`config.mk`:
```
export PLATFORM = sky130hd
export DESIGN_NAME = cbfp_pair_buf
export DESIGN_NICKNAME = d
export VERILOG_FILES = /design/src/rtl/cbfp_pair_buf.sv
export SDC_FILE = /design/constraint.sdc
export NUM_CORES = 2
export LEC_CHECK = 0
export CORE_AREA = 2 2 411 413
export DETAILED_ROUTE_END_ITERATION = 12
export DIE_AREA = 0 0 413 415
export SLEW_MARGIN = 20
export SYNTH_ARGS = -nofsm -noshare
export SYNTH_HDL_FRONTEND = slang
export SYNTH_SLANG_ARGS = --single-unit
```
`constraint.sdc`:
```
create_clock -name clk -period 50.5 [get_ports clk]
set_input_delay 15.15 -clock clk [delete_from_list [all_inputs] [get_ports clk]]
set_output_delay 15.15 -clock clk [all_outputs]
set_load 0.005 [all_outputs]
```
`src/rtl/cbfp_pair_buf.sv`:
```
// Pairs sample n with sample n+BLOCK_BEATS/2 beats later for the next butterfly stage.
// Optional sticky gap checker enabled by defining CBFP_PAIRBUF_GAP_CHK_EN.
module cbfp_pair_buf #(
   parameter int ARRAY_SIZE   = 16,
   parameter int DW           = 11,
   parameter int BLOCK_BEATS  = 4,
   parameter int FRAME_BLOCKS = 8,
   parameter int BLK_W        = 3
) (
   input  logic                           clk,
   input  logic                           rstn,
   input  logic                           valid_in,
   input  logic [ARRAY_SIZE-1:0][DW-1:0]  din_re,
   input  logic [ARRAY_SIZE-1:0][DW-1:0]  din_im,
   output logic [ARRAY_SIZE-1:0][DW-1:0]  dout_re_p,
   output logic [ARRAY_SIZE-1:0][DW-1:0]  dout_im_p,
   output logic [ARRAY_SIZE-1:0][DW-1:0]  dout_re_n,
   output logic [ARRAY_SIZE-1:0][DW-1:0]  dout_im_n,
   output logic                           valid_out,
   output logic [BLK_W-1:0]               blk_idx,
   output logic                           frame_last,
   output logic                           err_gap
);

   localparam int HALF   = BLOCK_BEATS / 2;
   localparam int CNT_W  = $clog2(BLOCK_BEATS);
   localparam int HALF_W = (HALF > 1) ? $clog2(HALF) : 1;

   typedef logic [ARRAY_SIZE-1:0][DW-1:0] lanes_t;

   logic [CNT_W-1:0]  r_beatCnt;
   logic [BLK_W-1:0]  r_blkCnt;
   logic [HALF-1:0]   r_slotFull;
   lanes_t            r_bufRe [HALF];
   lanes_t            r_bufIm [HALF];

   lanes_t            r_pRe;
   lanes_t            r_pIm;
   lanes_t            r_nRe;
   lanes_t            r_nIm;
   logic              r_validOut;
   logic [BLK_W-1:0]  r_blkIdx;
   logic              r_frameLast;

   logic              w_secondHalf;
   logic [HALF_W-1:0] w_wrSlot;
   logic [HALF_W-1:0] w_rdSlot;
   logic              w_emit;
   logic              w_lastBeat;
   logic              w_lastBlk;

   assign w_secondHalf = (r_beatCnt >= CNT_W'(HALF));
   assign w_wrSlot     = HALF_W'(r_beatCnt);
   assign w_rdSlot     = HALF_W'(r_beatCnt - CNT_W'(HALF));
   assign w_emit       = valid_in && w_secondHalf && r_slotFull[w_rdSlot];
   assign w_lastBeat   = (r_beatCnt == CNT_W'(BLOCK_BEATS - 1));
   assign w_lastBlk    = (r_blkCnt == BLK_W'(FRAME_BLOCKS - 1));

`ifdef CBFP_PAIRBUF_GAP_CHK_EN
   logic w_gapAbort;
   logic r_errGap;

   assign w_gapAbort = !valid_in && (r_beatCnt != '0);
`endif

   // Beat/block counters plus per-slot occupancy; a slot is freed once its pair is emitted.
   always_ff @(posedge clk) begin
      if (rstn) begin
         r_beatCnt  <= '0;
         r_blkCnt   <= '0;
         r_slotFull <= '0;
      end else if (valid_in) begin
         if (w_lastBeat) begin
            r_beatCnt <= '0;
            r_blkCnt  <= w_lastBlk ? '0 : r_blkCnt + 1'b1;
         end else begin
            r_beatCnt <= r_beatCnt + 1'b1;
         end
         if (!w_secondHalf) begin
            r_slotFull[w_wrSlot] <= 1'b1;
         end else if (w_emit) begin
            r_slotFull[w_rdSlot] <= 1'b0;
         end
      end
`ifdef CBFP_PAIRBUF_GAP_CHK_EN
      else if (w_gapAbort) begin
         r_beatCnt  <= '0;
         r_slotFull <= '0;
      end
`endif
   end

   always_ff @(posedge clk) begin
      if (!rstn && valid_in && !w_secondHalf) begin
         r_bufRe[w_wrSlot] <= din_re;
         r_bufIm[w_wrSlot] <= din_im;
      end
   end

   // Output pair registers; data holds between pairs, strobes are single-cycle.
   always_ff @(posedge clk) begin
      if (rstn) begin
         r_pRe       <= '0;
         r_pIm       <= '0;
         r_nRe       <= '0;
         r_nIm       <= '0;
         r_validOut  <= 1'b0;
         r_blkIdx    <= '0;
         r_frameLast <= 1'b0;
      end else begin
         r_validOut  <= w_emit;
         r_frameLast <= w_emit && w_lastBeat && w_lastBlk;
         if (w_emit) begin
            r_pRe    <= r_bufRe[w_rdSlot];
            r_pIm    <= r_bufIm[w_rdSlot];
            r_nRe    <= din_re;
            r_nIm    <= din_im;
            r_blkIdx <= r_blkCnt;
         end
      end
   end

`ifdef CBFP_PAIRBUF_GAP_CHK_EN
   always_ff @(posedge clk) begin
      if (rstn) begin
         r_errGap <= 1'b0;
      end else if (w_gapAbort) begin
         r_errGap <= 1'b1;
      end
   end

   assign err_gap = r_errGap;
`else
   assign err_gap = 1'b0;
`endif

   assign dout_re_p  = r_pRe;
   assign dout_im_p  = r_pIm;
   assign dout_re_n  = r_nRe;
   assign dout_im_n  = r_nIm;
   assign valid_out  = r_validOut;
   assign blk_idx    = r_blkIdx;
   assign frame_last = r_frameLast;

endmodule

```
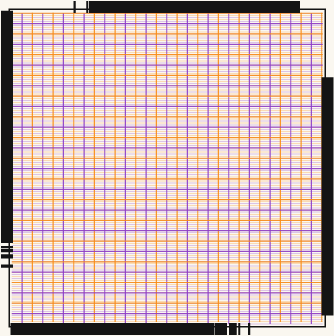
*Floorplan with the power grid*
Pins as bars on the die edge.
Key: VSS = purple; VDD = orange
The core has 150 rows. 1065 signal pins sit on the boundary.
area of the core: 0.167 mm^2
Peak VDD IR: 0.0000322 V
horizontal die dimension: 413 um
die extent in y: 415 um

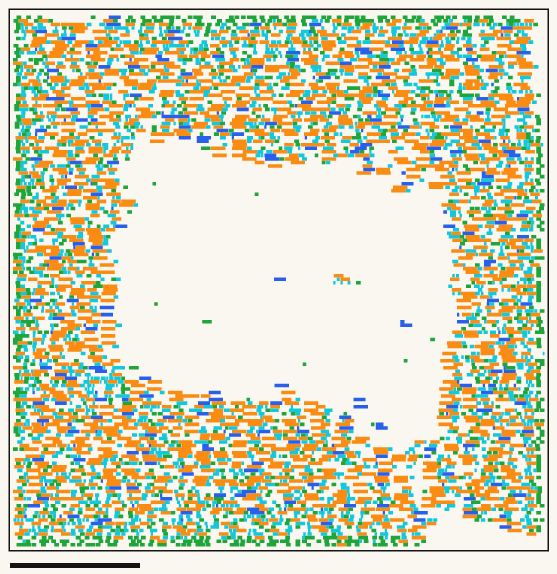
*Placement by cell class*
Scale bar: 100 um.
Key: flops = orange [cells 1420]; other buffers and delay cells = green [cells 1119]; clock drivers and dummy loads = blue [cells 291]; all other logic = cyan [cells 2157]
register fraction of the total cell area: 0.495
final design area excluding fillers: 0.0716 mm^2
row count: 150
core occupancy in the finished layout: 0.430

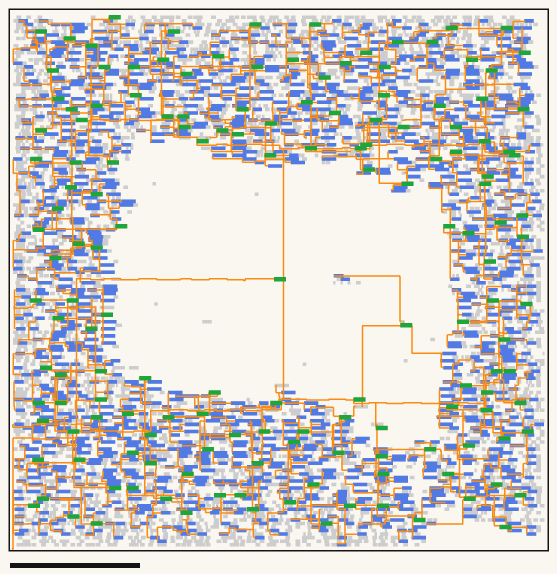
*Clock wires, drivers and flops*
Scale bar: 100 um.
Key: cells driving clock nets = green [count 156]; flip-flops = blue [count 1420]; clock wires = orange [length 18000 um]
Position of the flops: all over the die. There are 157 routed clock nets.
clock network power consumption: 1.17 mW
later-pin clock latency in the skew report: 0.78 ns
worst-case clock skew: 0.0207 ns

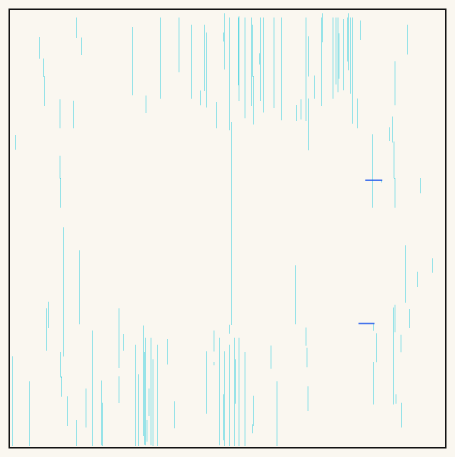
*Metal layers overlaid*
Two of the layers only.
Key: met5 = blue [wire length 28.5 um]; met4 = cyan [wire length 6060 um]
vias: 36.8k
total wire length after detailed routing: 176000 um
all-layer global routing usage: 0.196

==> run notes <==
Implementation numbers.

- The flow ran to the end, and the final reports show no timing, DRC or antenna violations.
- After synthesis, the most frequently instantiated cells are dfxtp_1 (716), edfxtp_1 (704), nand2b_1 (356).
- After clock tree synthesis, the repair step resized 0 gates.
- Per the final report, max-transition violations number 0.
- On the reported timing paths, the clock transition at the registers reads about 0.06 ns.
- The first-pass GRT wire length is 252000 um.
- The top cell type by instance count after synthesis is dfxtp_1.
- The I/O pin count is roughly 1.1k.
- The data required time of the worst path is 51.10 ns.
- The pin count of the biggest net entering global routing is 219.
- The average wire per cell in the routed design is 24.5 um.
- The kind of capture point of the worst setup path is a flop.
- The type recorded for the worst min-delay path is flop to flop.
- The yosys cell count is 3975.
- The static leakage power is ~22 nW.
- The top achievable clock speed is 48.9 MHz.
- In the synthesized netlist the dominant register cell turns out to be dfxtp_1.
- For reference, the post-synthesis area per instance comes to 13.6 um^2.
- Looking at the post-CTS report, the setup buffer insertion count equals 0.
- The number of CTS-inserted buffers is 156.
- Per the slew report, the remaining headroom to the max-slew limit stands at 0.216.
- Yosys reported that registers with async set or reset make up 0.
- The final timing report lists a hold violation count of 0.
- The number of distinct library cells after synthesis is 28.
- The number of global-route vias before repair came to 36.0k.
- In this run the remaining antenna-violating nets after routing total 0.
- The total overflow left after global routing is 0.
- In the final timing run, aggregate negative setup slack is 0 ns.
- The fraction of layout cells with a size suffix above 1 is 0.123.
- The DRC violation total after the first TritonRoute iteration is 2953.
- The overall power consumption is 2.69 mW.
- The placer's final routability congestion estimate is 0.843.
- The total of hold buffers inserted after clock tree synthesis is 0.
- The overall chip area is 0.171 mm^2.
- The clock period minus final worst setup slack is 20.47 ns.
- In the placement report, post-DP HPWL is listed as between 100000 and 150000 um.
- In the post-synthesis netlist, the biggest area contributors are edfxtp_1 (39%), dfxtp_1 (26%), a211oi_2 (7.5%).
- The portion of the clock cycle consumed by the worst path in the final layout is 0.405.
- The number of buffers on the longest clock path is 3.
- Input and output buffers added on the ports amount to ~1.1k.
- The total iterations of the first detailed-routing run is 5.
- The cell type contributing the most total cell area after synthesis is edfxtp_1.
- In the routed design, unresolved DRC markers number 0.
- The number of maximum-capacitance violations recorded for the run is 0.
- The count of library flops with an enable pin is 704.
- Endpoints with negative setup slack in the final report add up to 0.
- By startpoint and endpoint, the worst setup path is classified as primary input to flop.
- TritonCTS built the clock tree.
- The largest driver fanout on the critical path is around 85.
- STA shows the worst reg2reg path with a cell count of 7.
- In the synthesized netlist, the number of instances is between 3k and 4k.
- Per the post-synthesis report, the nets total about 4.3k.
- The initial core utilization is 0.325.
- In the final design database the tool counted between 5k and 6k nets.
- The buffer cell driving the clock tree root is clkbuf_16.
- The total power per unit cell area is between 30 and 40 mW/mm^2.
- The average vias per placed instance is between 5 and 6.
- The depth of the worst hold-timing path is 2.
- The proportion of synthesized chip area in sequential cells is 0.655.
- The initial antenna violation count is 18.
- Hold timing on the final database bottoms out at a slack of ~0.47 ns.
- The critical path data arrival time is 21.07 ns.
- The flip-flop and latch count after synthesis is roughly 1.4k.
- The cell area after technology mapping is 0.0542 mm^2.
- The count of synthesis-stage warnings from yosys is 0.
- The post-synthesis to final-layout area growth is 32.3%.
- Setup repair after global routing left no endpoint under its margin.
- STA classifies the critical path startpoint as a primary input.
- The chip area line in the Yosys stat output reads ~0.054 mm^2.
- The slew at the pin with the worst max-slew slack is 1.18 ns.
- The cell area after placement is 0.0663 mm^2.
- The number of logged tool warnings is between 50 and 60.
- The area share of the leading cell type in the synthesized netlist is 0.390.
- The maximum level of the CTS H-tree is 4.
- TritonCTS reports the number of clock sinks as 1420.
==> routing by layer <==
layer,part of all wire,track usage
met3,0.068,0.0525
met2,0.48,0.321
met5,0.00016,0
met1,0.42,0.248
met4,0.034,0.0720
==> state kept, by name (all words and copies together), names as in the netlist, named ones only <==
name	count
r_beatCnt	2
frame_last	1
r_blkCnt	3
r_bufRe	352
dout_re_p	176
dout_re_n	176
dout_im_p	176
valid_out	1
blk_idx	3
dout_im_n	176
r_bufIm	352
==> metrics by stage <==
stage          std cells  setup WS, ns
2_1_floorplan       3975         0.118
3_3_place_gp        6899         29.18
3_5_place_dp        6899         29.13
4_1_cts             7190         29.97
5_1_grt             7195         29.69
6_report            7196         30.03
==> worst max-delay path, stage by stage <==
cell,delay (ns)
clkdlybuf4s50_1,0.71
o21a_4,0.69
and2_4,0.94
buf_4,0.84
buf_4,0.81
buf_4,0.81
buf_4,0.77
o21ai_0,0.21
==> area by class of cell <==
class	instances	area, um^2
fill	15397	95000
sequential	1420	35500
multi-input combinational	2156	16900
timing repair buffer	1119	11200
clock buffer	228	4360
tap	2204	2760
clock inverter	63	931
antenna	5	12.5
inverter	1	3.75
==> layout by cell type, fill, tap and decap left out, types with 3 or more instances in the layout <==
master	Yosys	layout
clkdlybuf4s50_1	0	1062
dfxtp_1	716	715
edfxtp_1	704	704
nand2b_1	356	356
nand4b_1	355	355
o21ai_0	355	355
a21oi_1	354	354
mux2i_1	354	352
a211oi_2	325	325
clkbuf_16	0	159
clkbuf_1	329	57
buf_4	1	49
a211oi_1	28	28
bufinv_16	0	20
clkinv_2	0	15
clkinv_1	0	13
clkbuf_8	0	12
nor2_1	7	7
inv_6	0	7
buf_12	0	6
diode_2	0	5
nand2_1	5	5
ha_1	4	4
clkinv_8	0	3
==> path summary, 6_finish.rpt <==
| check | from | end | slack (ns) |
|---|---|---|---|
| max | valid_in | dout_im_n[64] | 30.03 |
| min | dout_im_n[126] | dout_im_n[126] | 0.47 |
| max reg2reg | r_beatCnt[0] | dout_im_n[64] | 44.13 |
| min reg2reg | dout_im_n[126] | dout_im_n[126] | 0.47 |
==> cells by family after synthesis <==
kind of cell | Yosys count | synth area share
fa+ha+maj | 4 | 0.000924
buf+inv | 399 | 0.0334
simple gates | 729 | 0.100
flops | 1420 | 0.655
compound gates | 1067 | 0.145
other cells | 1 | 0.0000692
mux | 355 | 0.0656
==> power by group <==
part | total (mW) | switching [mW] | internal, mW | leakage (nW)
sequential | 1.27 | 0.0160 | 1.25 | 12.2
clock | 1.17 | 0.469 | 0.705 | 2.56
combinational | 0.255 | 0.154 | 0.101 | 7.53
Power is estimated from default activity; no workload was simulated.
